**Signal wires on met1**

(1.5 px per um) Supply wires on this layer in gray.
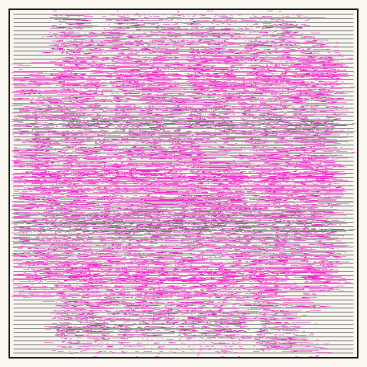
**Routing congestion**

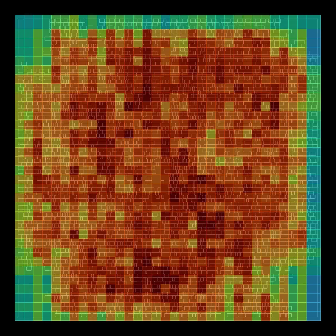
### src/rtl/gobang_board_memory_pkg.sv
// Shared definitions for the gobang board store: cell encodings, the
// clear-sequencer state type and the flat-board cell index helper.
package gobang_pkg;

  localparam int CELL_EMPTY   = 0;
  localparam int CELL_BLACK   = 1;
  localparam int CELL_WHITE   = 2;
  localparam int CELL_ILLEGAL = 3;

  typedef enum logic [0:0] {
    ST_IDLE,
    ST_CLEAR
  } state_t;

  // Position of cell (x,y) in the flat board image, in cells.
  function automatic int cell_index(input int x, input int y, input int dim);
    return x * dim + y;
  endfunction

endpackage

### src/rtl/gobang_board_row.sv
// One board row: BOARD_DIM cell registers with a column-selected write
// and a whole-row clear that takes priority over the write.
module gobang_board_row
  import gobang_pkg::*;
#(
  parameter int BOARD_DIM = 16,
  parameter int COORD_W   = 4,
  parameter int CELL_W    = 2
) (
  input  logic                        clock,
  input  logic                        reset,
  input  logic                        write_en,
  input  logic [COORD_W-1:0]          write_col,
  input  logic [CELL_W-1:0]           write_data,
  input  logic                        row_clear,
  output logic [BOARD_DIM*CELL_W-1:0] row_data
);

  generate
    for (genvar gi = 0; gi < BOARD_DIM; gi++) begin : g_cell
      logic [CELL_W-1:0] cell_reg;

      always_ff @(posedge clock) begin
        if (reset || row_clear) begin
          cell_reg <= CELL_W'(CELL_EMPTY);
        end else if (write_en && write_col == COORD_W'(gi)) begin
          cell_reg <= write_data;
        end
      end

      assign row_data[gi*CELL_W +: CELL_W] = cell_reg;
    end
  endgenerate

endmodule

### src/rtl/gobang_board_memory.sv
// Parametrised gobang board store: legality-checked write port, registered
// read port, row-by-row clear sequencer and a stone counter.
module gobang_board_memory
  import gobang_pkg::*;
#(
  parameter int BOARD_DIM = 16,
  parameter int COORD_W   = 4,
  parameter int CELL_W    = 2,
  localparam int COUNT_W  = $clog2(BOARD_DIM*BOARD_DIM+1)
) (
  input  logic                                  clock,
  input  logic                                  reset,
  input  logic                                  write_enable,
  input  logic [COORD_W-1:0]                    write_x,
  input  logic [COORD_W-1:0]                    write_y,
  input  logic [CELL_W-1:0]                     write_data,
  output logic                                  write_accept,
  output logic                                  write_reject,
  input  logic [COORD_W-1:0]                    read_x,
  input  logic [COORD_W-1:0]                    read_y,
  output logic [CELL_W-1:0]                     read_data,
  input  logic                                  clear_start,
  output logic                                  busy,
  output logic [COUNT_W-1:0]                    move_count,
  output logic                                  board_full,
  output logic [BOARD_DIM*BOARD_DIM*CELL_W-1:0] board_out
);

  localparam int NUM_CELLS = BOARD_DIM * BOARD_DIM;
  localparam int ROW_W     = BOARD_DIM * CELL_W;

  state_t             state_reg, state_next;
  logic [COORD_W-1:0] row_ptr_reg, row_ptr_next;
  logic [COUNT_W-1:0] move_count_reg, move_count_next;
  logic               write_accept_reg, write_reject_reg;
  logic [CELL_W-1:0]  read_data_reg, read_data_next;
  logic               clear_done;
  logic               write_in_range, write_legal, write_commit;
  logic [CELL_W-1:0]  cell_old;

  // Board storage, one row module per x coordinate.
  generate
    for (genvar gi = 0; gi < BOARD_DIM; gi++) begin : g_row
      logic row_we;
      logic row_clear;

      assign row_we    = write_commit && (write_x == COORD_W'(gi));
      assign row_clear = (state_reg == ST_CLEAR) && (row_ptr_reg == COORD_W'(gi));

      gobang_board_row #(
        .BOARD_DIM (BOARD_DIM),
        .COORD_W   (COORD_W),
        .CELL_W    (CELL_W)
      ) u_row (
        .clock      (clock),
        .reset      (reset),
        .write_en   (row_we),
        .write_col  (write_y),
        .write_data (write_data),
        .row_clear  (row_clear),
        .row_data   (board_out[gi*ROW_W +: ROW_W])
      );
    end
  endgenerate

  // Legality check against the committed board contents.
  always_comb begin
    write_in_range = (int'(write_x) < BOARD_DIM) && (int'(write_y) < BOARD_DIM);
    cell_old       = CELL_W'(CELL_EMPTY);
    if (write_in_range) begin
      cell_old = board_out[cell_index(int'(write_x), int'(write_y), BOARD_DIM)*CELL_W +: CELL_W];
    end

    write_legal = 1'b0;
    if (state_reg == ST_CLEAR || clear_start) begin
      write_legal = 1'b0;
    end else if (!write_in_range) begin
      write_legal = 1'b0;
    end else if (write_data == CELL_W'(CELL_ILLEGAL)) begin
      write_legal = 1'b0;
    end else if (write_data != CELL_W'(CELL_EMPTY)) begin
      write_legal = (cell_old == CELL_W'(CELL_EMPTY));
    end else begin
      write_legal = (cell_old != CELL_W'(CELL_EMPTY));
    end
    write_commit = write_enable && write_legal;
  end

  // Clear sequencer next state.
  always_comb begin
    state_next   = state_reg;
    row_ptr_next = row_ptr_reg;
    clear_done   = 1'b0;
    case (state_reg)
      ST_IDLE: begin
        if (clear_start) begin
          state_next   = ST_CLEAR;
          row_ptr_next = '0;
        end
      end
      ST_CLEAR: begin
        if (row_ptr_reg == COORD_W'(BOARD_DIM-1)) begin
          state_next   = ST_IDLE;
          row_ptr_next = '0;
          clear_done   = 1'b1;
        end else begin
          row_ptr_next = row_ptr_reg + 1'b1;
        end
      end
      default: begin
        state_next   = ST_IDLE;
        row_ptr_next = '0;
      end
    endcase
  end

  // Stone counter: accepted writes place a stone unless they write empty.
  always_comb begin
    move_count_next = move_count_reg;
    if (clear_done) begin
      move_count_next = '0;
    end else if (write_commit) begin
      if (write_data == CELL_W'(CELL_EMPTY)) begin
        move_count_next = move_count_reg - 1'b1;
      end else begin
        move_count_next = move_count_reg + 1'b1;
      end
    end
  end

  always_comb begin
    read_data_next = '0;
    if ((int'(read_x) < BOARD_DIM) && (int'(read_y) < BOARD_DIM)) begin
      read_data_next = board_out[cell_index(int'(read_x), int'(read_y), BOARD_DIM)*CELL_W +: CELL_W];
    end
  end

  always_ff @(posedge clock) begin
    if (reset) begin
      state_reg        <= ST_IDLE;
      row_ptr_reg      <= '0;
      move_count_reg   <= '0;
      write_accept_reg <= 1'b0;
      write_reject_reg <= 1'b0;
      read_data_reg    <= '0;
    end else begin
      state_reg        <= state_next;
      row_ptr_reg      <= row_ptr_next;
      move_count_reg   <= move_count_next;
      write_accept_reg <= write_commit;
      write_reject_reg <= write_enable && !write_legal;
      read_data_reg    <= read_data_next;
    end
  end

  assign write_accept = write_accept_reg;
  assign write_reject = write_reject_reg;
  assign read_data    = read_data_reg;
  assign busy         = (state_reg == ST_CLEAR);
  assign move_count   = move_count_reg;
  assign board_full   = (move_count_reg == COUNT_W'(NUM_CELLS));

endmodule
### config.mk
export PLATFORM = sky130hd
export DESIGN_NAME = gobang_board_memory
export DESIGN_NICKNAME = d
export VERILOG_FILES = /design/src/rtl/gobang_board_memory_pkg.sv /design/src/rtl/gobang_board_row.sv /design/src/rtl/gobang_board_memory.sv
export SDC_FILE = /design/constraint.sdc
export NUM_CORES = 1
export LEC_CHECK = 0
export CORE_MARGIN = 2
export CORE_UTILIZATION = 58
export CTS_CLUSTER_SIZE = 20
export DETAILED_ROUTE_END_ITERATION = 8
export GPL_TIMING_DRIVEN = 1
export PLACE_DENSITY = 0.87
export SYNTH_ARGS = -nofsm -noshare
export SYNTH_HDL_FRONTEND = slang
export SYNTH_SLANG_ARGS = --single-unit
### constraint.sdc
create_clock -name clock -period 8.4 [get_ports clock]
set_clock_uncertainty 0.2 [all_clocks]
set_input_delay 1.68 -clock clock [delete_from_list [all_inputs] [get_ports clock]]
set_output_delay 1.68 -clock clock [all_outputs]
set_load 0.02 [all_outputs]
==> flow_metrics.py <==
# Auto-generated metrics
metrics = {
    "sta": {
        "transition_time_of_the_tightest_slew_check_pin_ns": 1.45,
        "finalCriticalPeriod_ns": 6.28,
        "timing.final.hold_violations": 0,
        "finalMaxSlewViolations": 0,
        "setup_slack_ns": 2.12,
        "fin_tns_setup_ns": 0,
        "final-setup-viol-count": 0,
    },
    "synthesis": {
        "yosysTopAreaCellShare_pct": 35.4,
        "yosys_most_used_dff": "dfxtp_1",
        "synthCells": 2901,
        "syn_nets": 2935,
        "yosysWarnings": 0,
        "synth.cells.most_frequent": "645 x nand2_1, 595 x mux2i_1, 530 x dfxtp_1",
        "synth.distinct_cells": 65,
        "syn-cell-area_um2": 30000,
        "yosys-stat-cells": 2901,
        "post-synth-top-area-cell": "dfxtp_1",
        "yosys.cell_count.top_type": "nand2_1",
        "enable_flop_cells": 0,
    },
    "run_status": {
        "outcome": "finished clean",
    },
    "setup_path": {
        "slowest_stage": "clkbuf_8",
        "worst-path-max-fanout": 84,
        "reg2regPathDepth": 11,
        "critPathMaxStageDelay_ns": 0.64,
        "setup.worst_path.class": "input port to register",
        "worstPathArrival_ns": 6.62,
        "r2r_slack_ns": 4.01,
        "cp-start-kind": "input port",
        "endpoint_kind": "register",
    },
    "floorplan": {
        "die-area_um2": 53500,
        "die_width_um": 231,
        "tapcell.inserted": 680,
        "io_pins": 549,
    },
    "power_and_ir_drop": {
        "powerClk_mw": 2.48,
        "switching_share_pct": 26.9,
        "power.combinational.fraction_pct": 9.8,
        "pg_comb_uw": 543,
        "power.total_mw": 5.54,
        "p_int_mw": 4.05,
        "seq_power_share_pct": 45.5,
        "top_power_group": "sequential cells",
        "max-vdd-ir-drop_mv": 0.141,
        "power.switching_mw": 1.49,
    },
    "place": {
        "cell_area_after_placement_um2": 35800,
        "numPlacedInstances": 3935,
    },
    "drt": {
        "route.detailed.vias_per_inst": 7.15,
        "drt.antenna.violating_nets": 0,
        "routed_wirelength_um": 129000,
        "drc": 0,
        "dr.pass1.iters": 7,
        "initialDrtViolationCount": 4973,
    },
    "final_layout": {
        "final.signal_inverter_count": 11,
        "nFlopsAndLatches": 530,
        "n_clock_buffer": 77,
        "largest_class": "combinational gates",
        "area.sequential_um2": 10600,
    },
    "grt": {
        "grt_overflow": 0,
        "grt_pass1_wl_um": 186000,
    },
    "min_path": {
        "min_delay_path_depth": 2,
        "hp-class": "register to register",
    },
    "clocking": {
        "depth_of_the_cts_h_tree": 2,
        "tritoncts.num_buffers": 54,
        "cts-hold-fix-buffers": 0,
        "clk_pin_slew_worst_paths_ns": 0.06,
    },
    "run": {
        "warning_count": 29,
    },
}
Back to the opening pictures, 'signal wires on met1':
longest straight run: 80.5 um
main direction: horizontal
wire length on this layer: 42.1 mm
nets with wire on the layer: 3,048

Back to the opening pictures, 'routing congestion':
met1 global-route usage: 56.4%
Routed wire per std cell: 31.9 um
Total GRT Usage: 47.0%
Layout Utilization: 73.5%
Most Crowded Layer GR: met2

==> per-layer routing <==
metal  vias up  wire length, um  global-route usage (%)
li1      11500                -                       -
met1     13800            42100                    56.4
met2      2822            54500                    68.2
met3       758            20800                    19.0
met4         8            11400                    33.5
met5         -               93                   0.643
==> cells by family after synthesis <==
family	after synthesis	synth area share, %
DFF	530	35.4
xor gates and xnor gates	7	0.204
buffers and inverters	266	3.95
and+or+nand+nor	1096	18.8
adders and majority gates	12	0.526
muxes	835	37.8
AOI/OAI and AO/OA	155	3.40
==> placed cells by master (no fill, tap or decap), types with 11 or more instances in the layout <==
cell	count
mux2i_1	595
inv_1	11
clkbuf_16	55
nand3_1	77
and3_1	16
nor4_4	40
nor2_1	102
nand4_1	54
ha_1	11
clkinv_2	12
nor2b_1	14
dfxtp_1	530
nor3_1	60
buf_4	56
mux4_2	237
nor3_2	12
a22oi_1	27
a211oi_1	14
a21oi_1	43
clkbuf_8	14
nand2_1	645
clkdlybuf4s50_1	539
a31oi_2	12
or4_4	11
==> worst max-delay path by stage <==
stage	from	endpoint	depth (start not counted)
floorplan	write_y[1]	g_row[12].u_row.g_cell[11].cell_reg[0]	12
global placement	write_y[0]	g_row[0].u_row.g_cell[4].cell_reg[1]	13
detailed placement	write_y[0]	g_row[0].u_row.g_cell[5].cell_reg[0]	13
CTS	write_y[0]	g_row[8].u_row.g_cell[1].cell_reg[1]	13
global route	write_y[1]	g_row[6].u_row.g_cell[12].cell_reg[0]	13
finish	write_y[1]	g_row[6].u_row.g_cell[12].cell_reg[0]	13
==> critical path: cells and delay by family <==
family,cells,cell delay [ns]
compound gates,4,0.65
buf+inv,3,1.63
mux,1,0.31
simple gates,5,2.14
